==> config.mk <==
export PLATFORM = sky130hd
export DESIGN_NAME = dyser_recv_buffer
export DESIGN_NICKNAME = d
export VERILOG_FILES = /design/src/rtl/dyser_recv_buffer.sv
export SDC_FILE = /design/constraint.sdc
export NUM_CORES = 2
export LEC_CHECK = 0
export ABC_CLOCK_PERIOD_IN_PS = 6160
export CAP_MARGIN = 20
export CORE_UTILIZATION = 25
export CTS_CLUSTER_DIAMETER = 200
export DETAILED_ROUTE_END_ITERATION = 12
export GPL_TIMING_DRIVEN = 1
export PLACE_DENSITY = 0.5
export SLEW_MARGIN = 10
export SYNTH_ARGS = -nofsm -noshare
export SYNTH_HDL_FRONTEND = slang
export SYNTH_SLANG_ARGS = --single-unit
export TNS_END_PERCENT = 1
==> constraint.sdc <==
create_clock -name clk -period 6.16 [get_ports clk]
set_input_delay 1.848 -clock clk [delete_from_list [all_inputs] [get_ports clk]]
set_output_delay 1.848 -clock clk [all_outputs]
set_load 0.02 [all_outputs]
==> images/cell_density.png <==
The die is cut into 22 by 22 equal tiles; black is low, pale yellow is high, 0 to 100% covered.
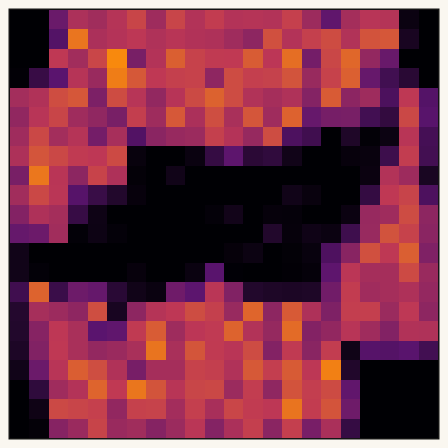
The emptiest ninth of the die: center. The mean over all tiles is 31%. 22% of the tiles are nearly empty. The fullest tile reaches 74%.
fp util: 25.2%
Core ar.: 197,000 µm²
utilization after layout: 33.4%

==> images/placement.png <==
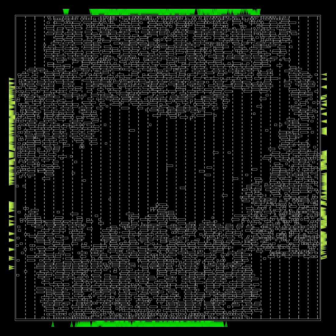
Non-Filler Instances: 5,978
number of inserted filler cells in the final layout: 18,900
register fraction of the total cell area: 48.1%

==> images/io_fan.png <==
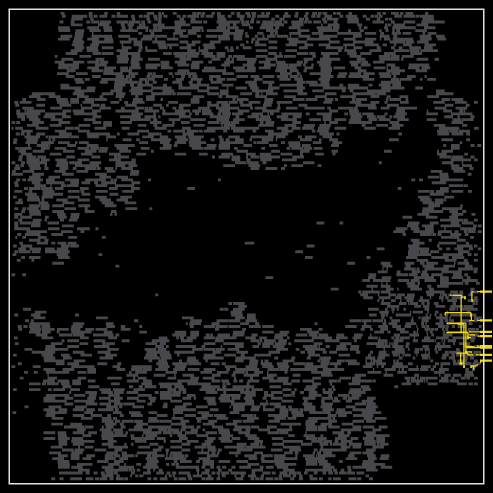
Yellow marks `fab_ready`, direction output, end cells 8, wire 365 µm.
Port Buffer Count: 691
I/O pin count: 692

==> results.txt <==
Implementation results.

The parity-gate share of the synthesized area counting xor and xnor cells is 0.352%. The report puts the hold buffer count at CTS at 0. The footprint of the flip-flops and latches is 31,800 µm². The maximum level of the CTS H-tree is 4. The CTS log lists the clock sinks for this run as 1,064.

The global-route wire length before repair is 272,000 µm. The main area contributors are sky130_fd_sc_hd__edfxtp_1 (62%), sky130_fd_sc_hd__mux4_2 (26%), sky130_fd_sc_hd__mux2i_1 (2.7%). Between clock sinks in the finished design, the worst skew comes to 0.0275 ns. The number of gates resized after cts is 167. In this run the critical path is formed by buf_8, buf_16, buf_12, mux4_2, mux4_2, and3_1, clkdlybuf4s50_1. In the layout the commonest cells are sky130_fd_sc_hd__edfxtp_1 (1,024), sky130_fd_sc_hd__mux4_2 (581), sky130_fd_sc_hd__clkdlybuf4s50_1 (568), sky130_fd_sc_hd__buf_4 (141), sky130_fd_sc_hd__clkbuf_16 (130). Dividing the synthesized area by the synthesized cell count gives 21.0 µm².

Per the CTS log, the buffer count on the longest clock path is 3. Per the OpenROAD floorplan log, the area of the die is 201,000 µm². The register bit total from synthesis is 1,064. The category of the worst setup path launch point is a primary input. Sequential cells were found to cover 63.9% of the synthesized design area. The number of nets in the final layout is 3,796. The power per cell area is 299 nW/µm². The run finished, with violations left. Of the cells placed in the final design, the portion with a size suffix greater than 1 is 32.1%. The detail-routed via count per cell is 5.00. The last weighted congestion value of the routability-driven placer is 0.847. The Yosys step of the flow raised 0 warnings.

The top cell type in the final layout, fill and taps aside, is sky130_fd_sc_hd__edfxtp_1. The total setup violations reported at the end of the flow is 4. The overall die width is 448 µm.

The synthesized design devotes to its leading area cell type 61.9% of total area. Of all cell types, the one taking the most synthesized area is sky130_fd_sc_hd__edfxtp_1. The initialized floorplan defines 163 standard-cell rows. The pin slew with the least headroom to its limit is 1.01 ns. The yosys-reported design area after synthesis is 49,700 µm².

Hold-check failures listed in the final report amount to 0. The peak fanout along the critical path is 20. Per the detail_route report, routed wire per instance is 33.9 µm. The distinct cell type count after synthesis is 37. Summed over all layers, the routed wires come to 203,000 µm.

Among the stages of the critical path, the cell type that occurs most often is sky130_fd_sc_hd__mux4_2. The area growth from synthesis to layout is 32.8%. Once routing completed, OpenROAD measured the worst setup slack at -0.0600 ns. The final reports fail on setup timing.

The tool warning count for the run is 37. The number of maximum-capacitance violations recorded for the run is 0. The type of destination of the critical path is a primary output.

The area fraction in mux cells is 29.0%. The count of buffers added by post-CTS timing repair for setup is 9. The total DRC errors in the routed layout is 0.

The area share of fa/ha/maj cells after synthesis is 1.53%. The cell count listed in synth_stat.txt is 2,366. The largest incremental delay on the critical path is 0.55 ns.
-- layer usage --
metal / track usage (%) / up-vias / share of wire (%)
met3: 3.04 / 321 / 4.8
met1: 24.6 / 16500 / 39
met5: 0 / - / 0.053
met4: 8.04 / 16 / 3.8
li1: - / 12000 / -
met2: 35.2 / 1125 / 52
-- metrics by stage --
step | instance area, µm² | power [W] | worst slack, ns | hold WS (ns) | instances
after global routing | 66000 | 0.0204 | -0.0948 | 0.641 | 5977
after global placement | 61600 | 0.0126 | -0.831 | 0.581 | 5704
after floorplan | 49700 | 0.0106 | 0.347 | 0.595 | 2366
after detailed placement | 61600 | 0.0126 | -0.775 | 0.603 | 5704
final | 66000 | 0.0197 | -0.0600 | 0.612 | 5978
after CTS | 65900 | 0.0200 | -0.102 | 0.616 | 5947
-- cell type report --
type                    instances  share of cell area (%)
repair buffers                894                    14.1
inverters                      45                   0.258
clock inverters                72                   0.905
flip-flops and latches       1064                    48.1
well taps                    2640                    5.01
diodes                         31                   0.118
clock buffers                 158                    5.10
multi-input cells            1074                    26.3
-- logic make-up (layout without fill, tap and decap cells) --
group                    Yosys count  in the layout
AND/OR/NAND/NOR                  192            192
multiplexers                     713            713
flip-flops                      1064           1064
other                              0             31
AND-OR/OR-AND                     93             93
XOR/XNOR                          20             20
buffers and inverters            228           1169
adder cells (fa/ha/maj)           56             56
-- where the power goes --
part	total (W)	switching, W	leakage, nW	internal [W]
combinational	0.00367	0.00199	11.1	0.00168
sequential	0.00876	0.000236	9.92	0.00852
clock	0.00731	0.00316	1.92	0.00416
total	0.0197	0.00538	22.9	0.0144
-- cell usage after synthesis --
cell                       count
sky130_fd_sc_hd__buf_2        56
sky130_fd_sc_hd__nand2b_1     16
sky130_fd_sc_hd__and3_1       66
sky130_fd_sc_hd__and2b_2       1
sky130_fd_sc_hd__or4_4         1
sky130_fd_sc_hd__o221ai_1      3
sky130_fd_sc_hd__nor2b_1       8
sky130_fd_sc_hd__a21oi_1      10
sky130_fd_sc_hd__nand3_1       1
sky130_fd_sc_hd__or2_2         2
sky130_fd_sc_hd__nand3b_1      7
sky130_fd_sc_hd__buf_6         1
sky130_fd_sc_hd__a32oi_4       1
sky130_fd_sc_hd__dfrtp_1      40
sky130_fd_sc_hd__buf_4         4
sky130_fd_sc_hd__edfxtp_1   1024
sky130_fd_sc_hd__a31o_1        1
sky130_fd_sc_hd__ha_1         48
sky130_fd_sc_hd__buf_1        34
sky130_fd_sc_hd__o22ai_1      66
sky130_fd_sc_hd__clkbuf_1     88
sky130_fd_sc_hd__mux4_2      581
sky130_fd_sc_hd__nand2_1      14
sky130_fd_sc_hd__a211oi_1      2
sky130_fd_sc_hd__o41ai_1       2
sky130_fd_sc_hd__xnor2_1       8
sky130_fd_sc_hd__and2_1        8
sky130_fd_sc_hd__nor2_1       56
sky130_fd_sc_hd__nor3_1       10
sky130_fd_sc_hd__xor2_1       12
sky130_fd_sc_hd__nor4b_1       1
sky130_fd_sc_hd__o32ai_1       1
sky130_fd_sc_hd__a31o_2        7
sky130_fd_sc_hd__mux2i_1     132
sky130_fd_sc_hd__inv_1        45
sky130_fd_sc_hd__nor4_1        1
sky130_fd_sc_hd__fa_1          8
Power and IR drop assume default switching activity.
